## src/rtl/mix_sequencer_if.sv

```systemverilog
// rtl/mix_sequencer_if.sv - memory port and datapath handshake bundle of the MIX sequencer
interface mix_sequencer_if #(
   parameter int AW = 12,
   parameter int WW = 31
);
   logic [AW-1:0] mem_addr;
   logic [WW-1:0] mem_rdata;
   logic          mem_we;
   logic [WW-1:0] st_wdata;
   logic [2:0]    idx_sel;
   logic [AW:0]   idx_val;
   logic [WW-1:0] ir;
   logic [AW-1:0] ea;
   logic          exec_strobe;
   logic          exec_busy;
   logic          jmp_cond;
   logic          j_we;
   logic [AW-1:0] j_val;

   modport master (
      output mem_addr, mem_we, idx_sel, ir, ea, exec_strobe, j_we, j_val,
      input  mem_rdata, st_wdata, idx_val, exec_busy, jmp_cond
   );

   modport slave (
      input  mem_addr, mem_we, idx_sel, ir, ea, exec_strobe, j_we, j_val,
      output mem_rdata, st_wdata, idx_val, exec_busy, jmp_cond
   );
endinterface

```

## src/rtl/mix_sequencer.sv

```systemverilog
// rtl/mix_sequencer.sv - MIX instruction sequencer: fetch, indexed address, execute/store strobes
module mix_sequencer #(
   parameter int AW = 12,
   parameter int WW = 31
) (
   input  logic           clk,
   input  logic           reset,
   input  logic           go,
   input  logic [AW-1:0]  start_pc,
   mix_sequencer_if.master bus,
   output logic [AW-1:0]  pc,
   output logic           halted,
   output logic           fault
);
   localparam int SW = AW + 2;

   typedef enum logic [2:0] {
      S_HALT, S_FETCH, S_DECODE, S_INDEX, S_OPERAND, S_EXEC, S_WRITE, S_FAULT
   } state_t;

   state_t state_q, state_d;
   logic [AW-1:0] pc_q, ea_q, pc_inc;
   logic [WW-1:0] ir_q;
   logic          exec_first;

   logic [5:0] op_c, op_f, op_i;
   logic signed [SW-1:0] aa_mag, ix_mag, aa_s, ix_s, sum_s;
   logic is_nop, is_hlt, is_jmp, is_opnd, is_store, is_imm;
   logic idx_bad, jump_taken;

   assign op_c   = ir_q[5:0];
   assign op_f   = ir_q[11:6];
   assign op_i   = ir_q[17:12];
   assign pc_inc = pc_q + AW'(1);

   // Both addends are sign-magnitude; -0 negates to 0, so it needs no special case.
   assign aa_mag = $signed({2'b00, ir_q[29:18]});
   assign ix_mag = $signed({2'b00, bus.idx_val[AW-1:0]});
   assign aa_s   = ir_q[30] ? -aa_mag : aa_mag;
   assign ix_s   = (op_i == 6'd0) ? '0 : (bus.idx_val[AW] ? -ix_mag : ix_mag);
   assign sum_s  = aa_s + ix_s;

   assign is_nop   = (op_c == 6'd0);
   assign is_hlt   = (op_c == 6'd5) && (op_f == 6'd2);
   assign is_jmp   = (op_c == 6'd39);
   assign is_opnd  = ((op_c >= 6'd1) && (op_c <= 6'd4)) ||
                     ((op_c >= 6'd8) && (op_c <= 6'd23)) || (op_c >= 6'd56);
   assign is_store = (op_c >= 6'd24) && (op_c <= 6'd33);
   assign is_imm   = (op_c >= 6'd48) && (op_c <= 6'd55);

   // Negative sums set the top bit, sums above 4095 set bit AW.
   assign idx_bad = sum_s[SW-1] || sum_s[AW] || (op_i > 6'd6) ||
                    !(is_nop || is_hlt || is_jmp || is_opnd || is_store || is_imm);
   assign jump_taken = (op_f == 6'd0) || (op_f == 6'd1) || bus.jmp_cond;

   always_ff @(posedge clk) begin
      if (reset) begin
         state_q    <= S_HALT;
         pc_q       <= '0;
         ir_q       <= '0;
         ea_q       <= '0;
         exec_first <= 1'b0;
      end else begin
         state_q    <= state_d;
         exec_first <= (state_q != S_EXEC);
         case (state_q)
            S_HALT, S_FAULT: if (go) pc_q <= start_pc;
            S_DECODE: ir_q <= bus.mem_rdata;
            S_INDEX: begin
               ea_q <= sum_s[AW-1:0];
               if (!idx_bad && (is_nop || is_hlt || is_jmp))
                  pc_q <= (is_jmp && jump_taken) ? sum_s[AW-1:0] : pc_inc;
            end
            S_EXEC: if (!bus.exec_busy && !is_store) pc_q <= pc_inc;
            S_WRITE: pc_q <= pc_inc;
            default: ;
         endcase
      end
   end

   always_comb begin
      state_d = state_q;
      case (state_q)
         S_HALT, S_FAULT: if (go) state_d = S_FETCH;
         S_FETCH:   state_d = S_DECODE;
         S_DECODE:  state_d = S_INDEX;
         S_INDEX: begin
            if (idx_bad)                 state_d = S_FAULT;
            else if (is_hlt)             state_d = S_HALT;
            else if (is_nop || is_jmp)   state_d = S_FETCH;
            else if (is_opnd || is_store) state_d = S_OPERAND;
            else                         state_d = S_EXEC;
         end
         S_OPERAND: state_d = S_EXEC;
         // A multi-cycle datapath raises exec_busy alongside the strobe to hold EXEC.
         S_EXEC:    if (!bus.exec_busy) state_d = is_store ? S_WRITE : S_FETCH;
         S_WRITE:   state_d = S_FETCH;
         default:   state_d = S_HALT;
      endcase
   end

   always_comb begin
      bus.mem_addr    = pc_q;
      bus.mem_we      = 1'b0;
      bus.idx_sel     = 3'd0;
      bus.exec_strobe = 1'b0;
      bus.j_we        = 1'b0;
      bus.j_val       = pc_inc;
      case (state_q)
         S_OPERAND: bus.mem_addr = ea_q;
         S_WRITE: begin
            bus.mem_addr = ea_q;
            bus.mem_we   = !reset;
         end
         S_INDEX: begin
            bus.idx_sel = (op_i <= 6'd6) ? op_i[2:0] : 3'd0;
            bus.j_we    = !idx_bad && is_jmp && jump_taken && (op_f != 6'd1);
         end
         S_EXEC: bus.exec_strobe = exec_first;
         default: ;
      endcase
   end

   assign bus.ir = ir_q;
   assign bus.ea = ea_q;
   assign pc     = pc_q;
   assign halted = (state_q == S_HALT);
   assign fault  = (state_q == S_FAULT);
endmodule

```

## src/flat_wrapper.sv

```systemverilog
// flat-port wrapper written by rule: the top's interface ports become plain ports
module mix_sequencer_flat 
#(
   parameter int AW = 12,
   parameter int WW = 31
)
  (clk, reset, go, start_pc, pc, halted, fault, bus_mem_addr, bus_mem_we, bus_idx_sel, bus_ir, bus_ea, bus_exec_strobe, bus_j_we, bus_j_val, bus_mem_rdata, bus_st_wdata, bus_idx_val, bus_exec_busy, bus_jmp_cond);
  mix_sequencer_if #(.AW(AW), .WW(WW)) bus_i ();
  input  logic clk;
  input  logic reset;
  input  logic go;
  input  logic [AW-1:0] start_pc;
  output logic [AW-1:0] pc;
  output logic halted;
  output logic fault;
  output wire logic [$bits(bus_i.mem_addr)-1:0] bus_mem_addr;
  output wire logic [$bits(bus_i.mem_we)-1:0] bus_mem_we;
  output wire logic [$bits(bus_i.idx_sel)-1:0] bus_idx_sel;
  output wire logic [$bits(bus_i.ir)-1:0] bus_ir;
  output wire logic [$bits(bus_i.ea)-1:0] bus_ea;
  output wire logic [$bits(bus_i.exec_strobe)-1:0] bus_exec_strobe;
  output wire logic [$bits(bus_i.j_we)-1:0] bus_j_we;
  output wire logic [$bits(bus_i.j_val)-1:0] bus_j_val;
  input wire logic [$bits(bus_i.mem_rdata)-1:0] bus_mem_rdata;
  input wire logic [$bits(bus_i.st_wdata)-1:0] bus_st_wdata;
  input wire logic [$bits(bus_i.idx_val)-1:0] bus_idx_val;
  input wire logic [$bits(bus_i.exec_busy)-1:0] bus_exec_busy;
  input wire logic [$bits(bus_i.jmp_cond)-1:0] bus_jmp_cond;
  assign bus_mem_addr = bus_i.mem_addr;
  assign bus_mem_we = bus_i.mem_we;
  assign bus_idx_sel = bus_i.idx_sel;
  assign bus_ir = bus_i.ir;
  assign bus_ea = bus_i.ea;
  assign bus_exec_strobe = bus_i.exec_strobe;
  assign bus_j_we = bus_i.j_we;
  assign bus_j_val = bus_i.j_val;
  assign bus_i.mem_rdata = bus_mem_rdata;
  assign bus_i.st_wdata = bus_st_wdata;
  assign bus_i.idx_val = bus_idx_val;
  assign bus_i.exec_busy = bus_exec_busy;
  assign bus_i.jmp_cond = bus_jmp_cond;
  mix_sequencer #(.AW(AW), .WW(WW)) u_core (.clk(clk), .reset(reset), .go(go), .start_pc(start_pc), .bus(bus_i), .pc(pc), .halted(halted), .fault(fault));
endmodule
```

## config.mk

```make
export PLATFORM = sky130hd
export DESIGN_NAME = mix_sequencer_flat
export DESIGN_NICKNAME = d
export VERILOG_FILES = /design/src/rtl/mix_sequencer_if.sv /design/src/rtl/mix_sequencer.sv /design/src/flat_wrapper.sv
export SDC_FILE = /design/constraint.sdc
export NUM_CORES = 1
export LEC_CHECK = 0
export CAP_MARGIN = 20
export CORE_MARGIN = 5
export CORE_UTILIZATION = 47
export DETAILED_ROUTE_END_ITERATION = 8
export PLACE_DENSITY = 0.84
export SYNTH_ARGS = -nofsm -noshare
export SYNTH_HDL_FRONTEND = slang
export SYNTH_SLANG_ARGS = --single-unit
export TNS_END_PERCENT = 30
```

## constraint.sdc

```tcl
create_clock -name clk -period 7.3 [get_ports clk]
set_input_delay 0.73 -clock clk [delete_from_list [all_inputs] [get_ports clk]]
set_output_delay 0.73 -clock clk [all_outputs]
set_load 0.03 [all_outputs]
```

**PDN straps and rails**

Pins as bars on the die edge. Tap cells in grey.
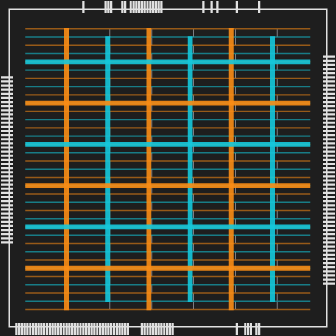
VSS: drawn in orange. VDD: drawn in cyan.
6 straps on met5. 179 signal pins sit on the boundary. 35 met1 rails follow the rows.
worst vdd ir: 0.146 mV
Die W: 104 um
core area: 8680 um2
Die H: 104 um

**Cells coloured by class**

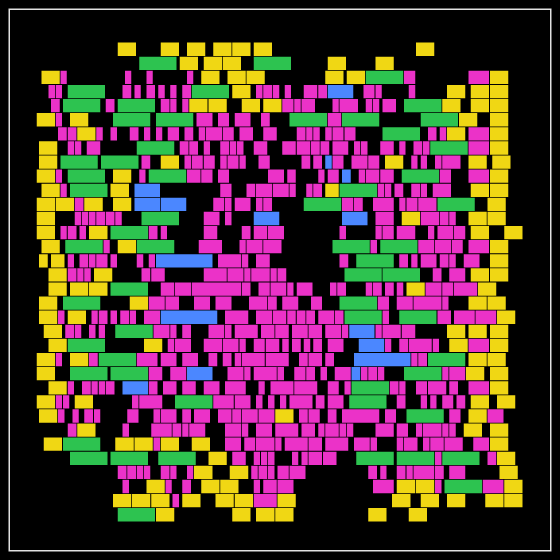
clock drivers and dummy loads: drawn in blue, cells 16, share of their area 4.2%. remaining logic cells: drawn in magenta, cells 461, share of their area 50%. registers: drawn in green, cells 59, share of their area 21%. remaining buffers and delay cells: drawn in yellow, cells 149, share of their area 26%.
Seq area share: 20.0%
post-route cell area: 5890 um2
num rows: 34

**Clock network drawn from the DEF**

Bar = 20 um.
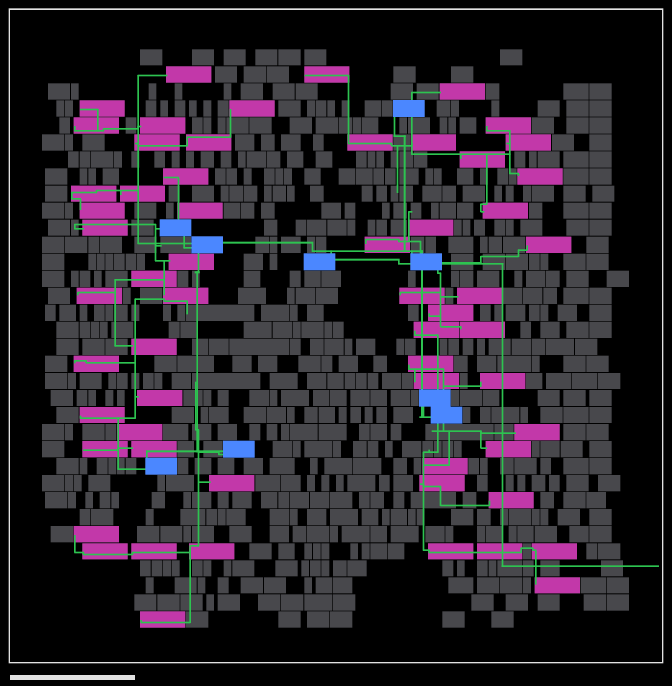
flip-flops: drawn in magenta, count 59. clock wires: drawn in green, length 881 um. clock-net drivers: drawn in blue, count 9.
There are 10 routed clock nets.

**Routed metal, one colour a layer**

Bar = 20 um.
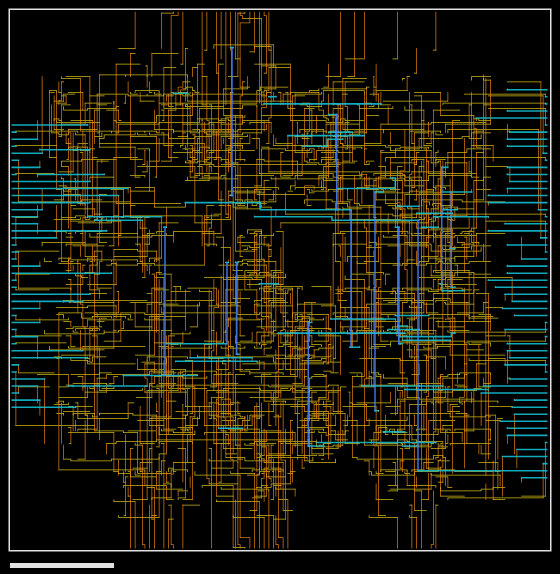
M4: drawn in blue, wire length 313 um. M3: drawn in cyan, wire length 1090 um. M2: drawn in orange, wire length 5820 um. M1: drawn in yellow, wire length 5150 um.

==> results.ini <==
[global_route]
grt_pass1_wl_mm=20.8
grt_pass1_vias=4354
grt_max_degree=61
grt.overflow.total=0

[status]
status=finished, final reports clean

[synth]
synth.most_common_cell=nand2_1
synthesis.nets=661
ys_ff=59
netlist.area_leader.share_pct=28.4
ys_seq_share_pct=28.4
synth_area_um2=4160
common_cells=nand2_1, a21oi_1, dfxtp_1
top_area_cell=dfxtp_1
ys_area_um2=4160

[route]
via_count=4519
ant_nets=0
avgViaCountPerCell=5.70
drtIter0Drc=199

[critical_path]
crit_slowest_cell=clkdlybuf4s50_1
end_kind=output pin
r2r_end=u_core.pc[6]
rr_startpoint=u_core.bus.ir[20]
path_buffers=3

[power]
pwr-share-seq_pct=28.8
power.total_uw=1430
intPower_uw=868

[die]
fp_util_pct=48.0
chipArea_um2=10800

[layout]
final_core_util_pct=67.9

[timing]
fin_tns_setup_ns=0
fmax_ghz=0.171
tightest_slew_ns=1.05

[clock_network]
cts_inserted_buffers=9

power by group through the flow:
stage,combinational [uW],clock (uW),sequential (uW)
floorplan,382,0,458
global placement,634,0,415
detailed placement,647,0,418
CTS,650,372,410
global route,701,389,419
finish,648,369,411
cells by family (layout without fill, tap and decap cells):
kind of cell	Yosys count	after routing	share of synthesized area (%)
XOR/XNOR	42	42	8.83
adder cells (fa/ha/maj)	17	17	5.29
AND-OR/OR-AND	145	145	22.9
flip-flops	59	59	28.4
multiplexers	20	20	5.17
AND/OR/NAND/NOR	221	221	24.7
buffers and inverters	48	181	4.69
area by class of cell:
type                    count  area, um2  area share, %
clock buffers              11        141           2.40
clock inverters             5        100           1.70
inverters                  16       60.1           1.02
multi-input cells         445       2790           47.4
flip-flops and latches     59       1180           20.0
well taps                 108        135           2.29
repair buffers            149       1480           25.1
layer usage:
metal  GRT usage, %  vias to the layer above  part of all wire [%]
met1           27.3                     2083                    42
met3           6.83                       24                   8.8
met4           9.16                        0                   2.5
met5              0                        -                     0
met2           37.3                      207                    47
li1               -                     2205                     -
stage by stage:
| step | worst slack, ns | std cells | hold slack, ns |
|---|---|---|---|
| after floorplan | 2.48 | 552 | 0.590 |
| after global placement | 1.56 | 777 | 0.453 |
| after detailed placement | 1.45 | 777 | 0.461 |
| after CTS | 1.45 | 793 | 0.468 |
| after global routing | 1.08 | 793 | 0.499 |
| final | 1.45 | 793 | 0.469 |
flip-flops by register name, indices dropped and copies added (netlist names):
| register | count |
|---|---|
| u_core.pc | 12 |
| u_core.state_q | 3 |
| u_core.bus.ir | 31 |
| u_core.bus.ea | 12 |
| u_core.exec_first | 1 |
worst min-delay path: stages (launching register included):
cell and delay [ns]:
dfxtp_1 0.32, nand2_1 0.05, a21oi_1 0.05
Power figures rest on the tool's default switching activity, not on a simulated workload.
